===== src/rtl/pipeline_stage_skid.sv =====
// Decode-to-execute pipeline stage with a two-entry skid buffer.
// A main register presents the oldest word; a skid register catches one extra
// word when the consumer stalls, so in_ready can be derived from registered
// occupancy alone rather than from out_ready combinationally.
// All state changes on the falling edge of clk, matching the surrounding
// pipeline registers. Reset is synchronous and active low.
module pipeline_stage_skid #(
    parameter int DATA_W = 160,
    parameter int CNT_W  = 32
) (
    input  logic              clk,
    input  logic              rst_n,
    input  logic              in_valid,
    output logic              in_ready,
    input  logic [DATA_W-1:0] in_data,
    output logic              out_valid,
    input  logic              out_ready,
    output logic [DATA_W-1:0] out_data,
    input  logic              flush,
    output logic [1:0]        occupancy,
    output logic [CNT_W-1:0]  stall_cnt
);

    // Occupancy doubles as the state encoding: EMPTY, main only, main + skid.
    typedef enum logic [1:0] {
        ST_EMPTY = 2'd0,
        ST_ONE   = 2'd1,
        ST_TWO   = 2'd2
    } state_t;

    localparam logic [CNT_W-1:0] CNT_MAX = '1;

    state_t            state_reg;
    logic [DATA_W-1:0] main_data_reg;
    logic [DATA_W-1:0] skid_data_reg;
    logic [CNT_W-1:0]  stall_cnt_reg;
    logic [CNT_W-1:0]  stall_cnt_next;

    logic main_valid;
    logic skid_valid;
    logic in_fire;
    logic out_fire;
    logic out_blocked;

    // Valid flags follow directly from the state, so skid can never be valid
    // without main.
    assign main_valid = (state_reg != ST_EMPTY);
    assign skid_valid = (state_reg == ST_TWO);

    // Flush masks both handshakes so nothing transfers during a redirect.
    assign in_ready    = !skid_valid && !flush;
    assign out_valid   = main_valid && !flush;
    assign in_fire     = in_valid && in_ready;
    assign out_fire    = out_valid && out_ready;
    assign out_blocked = out_valid && !out_ready;

    assign occupancy = state_reg;
    assign stall_cnt = stall_cnt_reg;

    // Present zero on the data bus whenever the stage holds nothing.
    generate
        for (genvar gi = 0; gi < DATA_W; gi++) begin : g_out_gate
            assign out_data[gi] = main_data_reg[gi] & main_valid;
        end
    endgenerate

    // Saturating count of cycles where the consumer refused a valid word.
    always_comb begin
        stall_cnt_next = stall_cnt_reg;
        if (out_blocked && (stall_cnt_reg != CNT_MAX)) begin
            stall_cnt_next = stall_cnt_reg + 1'b1;
        end
    end

    // Skid buffer state machine and storage; reset beats flush beats handshakes.
    always_ff @(negedge clk) begin
        if (!rst_n) begin
            state_reg     <= ST_EMPTY;
            main_data_reg <= '0;
            skid_data_reg <= '0;
            stall_cnt_reg <= '0;
        end else begin
            // Stall history survives a flush; it is a performance counter.
            stall_cnt_reg <= stall_cnt_next;
            if (flush) begin
                state_reg     <= ST_EMPTY;
                main_data_reg <= '0;
                skid_data_reg <= '0;
            end else begin
                case (state_reg)
                    ST_EMPTY: begin
                        if (in_fire) begin
                            main_data_reg <= in_data;
                            state_reg     <= ST_ONE;
                        end
                    end
                    ST_ONE: begin
                        if (in_fire && out_fire) begin
                            main_data_reg <= in_data;
                        end else if (in_fire) begin
                            skid_data_reg <= in_data;
                            state_reg     <= ST_TWO;
                        end else if (out_fire) begin
                            main_data_reg <= '0;
                            state_reg     <= ST_EMPTY;
                        end
                    end
                    ST_TWO: begin
                        // in_ready is low here, so only the drain can happen.
                        if (out_fire) begin
                            main_data_reg <= skid_data_reg;
                            skid_data_reg <= '0;
                            state_reg     <= ST_ONE;
                        end
                    end
                    default: begin
                        state_reg     <= ST_EMPTY;
                        main_data_reg <= '0;
                        skid_data_reg <= '0;
                    end
                endcase
            end
        end
    end

endmodule


===== config.mk =====
export PLATFORM = sky130hd
export DESIGN_NAME = pipeline_stage_skid
export DESIGN_NICKNAME = d
export VERILOG_FILES = /design/src/rtl/pipeline_stage_skid.sv
export SDC_FILE = /design/constraint.sdc
export NUM_CORES = 1
export LEC_CHECK = 0
export CORE_MARGIN = 2
export CORE_UTILIZATION = 30
export DETAILED_ROUTE_END_ITERATION = 8
export PLACE_DENSITY = 0.63
export SLEW_MARGIN = 20
export SYNTH_ARGS = -nofsm -noshare
export SYNTH_HDL_FRONTEND = slang
export SYNTH_SLANG_ARGS = --single-unit

===== constraint.sdc =====
create_clock -name clk -period 2.3 [get_ports clk]
set_input_delay 0.575 -clock clk [delete_from_list [all_inputs] [get_ports clk]]
set_output_delay 0.575 -clock clk [all_outputs]
set_load 0.005 [all_outputs]

==> notes.md <==
fresh numbers from the pnr run: Least-Margin Pin Slew 758.8 ps, failing checks setup timing, Comb. pwr approximately 2.3 mW, metal3 WL 5954 um, vias in the first global route between 15000 and 20000, Combinational Power Share between 10% and 20%, clock power share roughly half, Critical Path End out_data[152], Metal-1 WL roughly 26000 um, first-pass GRT wire length just under 90000 um, GRT Total Usage 20.31%, root buffer cell clkbuf_16, area fraction in mux cells 0.3217%, sequential share of power 35.5%, DIE HEIGHT roughly 230 um, AO/OA Area Share between 20% and 30%, ys flops around 350, area of the mapped netlist around 16000 um2, MaxCap Viol Count 0, peak supply drop a little over 0.0006 V, Main synth FF type dfxtp_1, nets just under 3000, adder-cell share of the synthesized area 0.08042%, # Cells Yosys 1846, syn avg cell area 8.428 um2, Post-DRT Antenna Nets 0, clk latency late pin 640 ps, Cell area leaders dfxtp_1 46%, a22o_1 9.0%, a22oi_1 7.8%, placer congestion estimate roughly 0.85, RR Endpoint main_data_reg[158], Top cell excl fill/tap inv_1, Hold WS approximately 440 ps, Vias between 15000 and 20000, worst-path fanout max 6, initial antenna violation count 3, Post-Syn Nets 2012, r2r startpoint occupancy[1], Floorplan Utilization 30.33%, Dominant cell area share a little under half, drt first pass iters 5, Hold Crit Class reg2reg, setup slack, reg-to-reg -200 ps, share of layout cells above drive strength 1 about a third, Post-DP Area around 22000 um2, most frequent cells in the layout 371 x inv_1, 320 x dfxtp_1, 178 x nor2_1, TritonCTS clock tree yes, cts bufs inserted between 40 and 50, largest net degree at the start of global routing about 87, core box area approximately 50000 um2, Post-Place Worst Slack -1494 ps, PD cells 636.1 nW/um2, Hold-fix buffers, CTS 0, Seq. pwr about 6.3 mW, Rel. slew slack roughly half, and+or+nand+nor area frac 23.77%, cell count after placement ~2900, Crit Path Class reg2out, HPWL after DPL ~36000 um, TNS Setup -312390 ps, chip width between 200 and 250 um, Final Util between 50 and 60%, overflow left after global routing 0, drt total wl slightly below 70000 um, Area Growth Syn to Fin 79.20%, # rows 83, Final Max Slew Viols 0, io pins approximately 360, Startpoint Class flop, Worst Reg-to-Reg Cells 8, Log Warnings ~380, Clock group approximately 9 mW, PortBufs about 360, H-tree depth 2, met2 Usage GRT between 30% and 40%, fin area between 20000 and 30000 um2, Setup WS post-layout -1295 ps, routed vias/inst ~5.2, uppermost layer routed met5, Synth Warn # 0, unrepaired setup endpoints after global routing true, flip-flops with a built-in enable 0, Gate Count Post-Synth roughly 1800, fin cells 3486, Final setup viols 548, routed wl met2 about 35000 um, number of hold violations in the final report 0, Synth cell types 43, Sw Pwr between 5 and 6 mW, GR Util met1 22.32%, CP required around 1700 ps, status finished, violations left, GR Util met3 between 8 and 9%
worst max-delay path, cell delays in order, from the launching register on:
cell and delay (ps):
dfxtp_4 350, nor2_4 160, buf_12 180, buf_16 130, buf_12 100, buf_6 100, buf_6 90, nor2b_4 30
buf_2 110
cell type report:
cell class                      count  area, um2  share of cell area, %
Inverter                            3      11.26                0.04039
Sequential cell                   354       7134                  25.59
Multi-Input combinational cell   1298       9301                  33.36
Tap cell                          680      850.8                  3.052
Timing Repair Buffer              719       7898                  28.33
Antenna cell                        2      5.005                0.01795
Clock buffer                       45       1126                  4.039
Clock inverter                    385       1554                  5.574
repair_timing:
item / 4_1_cts / 5_1_grt
setup endpoints to repair: 550 / 550
gates cloned: 4 / 61
hold endpoints to repair: 0 / 0
gates resized: 407 / 743
setup buffers: 13 / 61
pin swaps: 1 / 229
M2 wires:
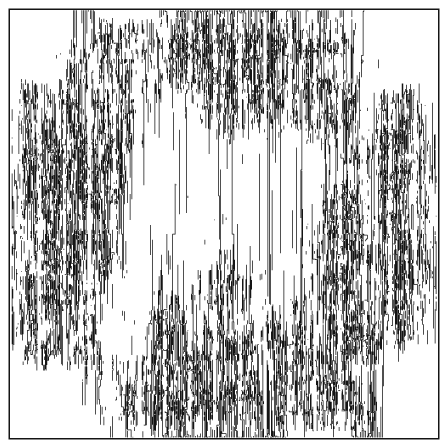
The longest straight run is 104 um. 2592 nets have wire on it. The layer holds 51% of the routed length. The wires run mostly vertical. The layer carries 35.0 mm of wire.

Cells by drive strength:
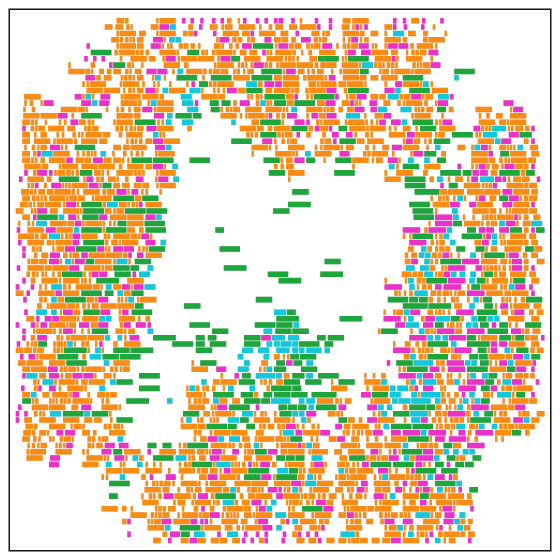
Green stands for x6 and larger, cells 286, share 10%. Orange stands for x1 and smaller, cells 1822, share 65%. Cyan stands for x3 and x4, cells 256, share 9.1%. Magenta stands for x2, cells 440, share 16%.

Gate families picked out:
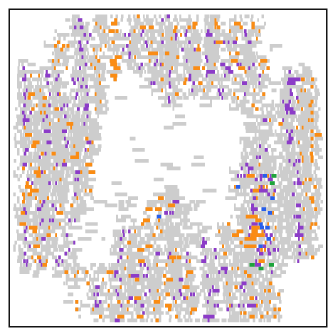
Blue stands for xor and xnor cells, cells 11. Purple stands for nand cells, cells 372, where all over the die. Orange stands for nor cells, cells 358, where all over the die. Green stands for mux cells, cells 5, where bottom right.

Clock routing:
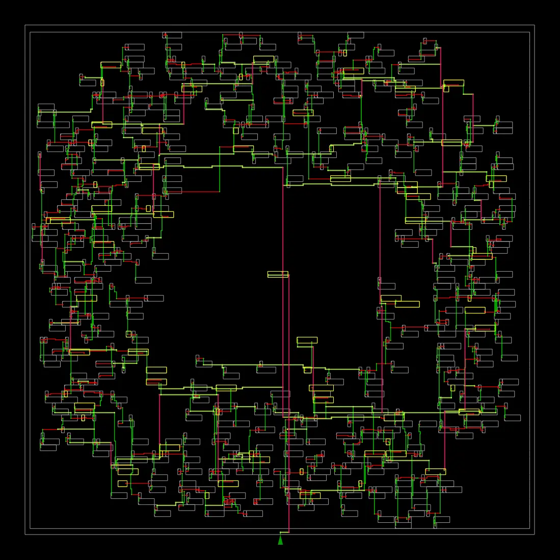
Worst Skew: 36.06 ps
Flops: 354
clk_buf instances: 45

No activity file was given, so power comes from the tool's default toggle rates.
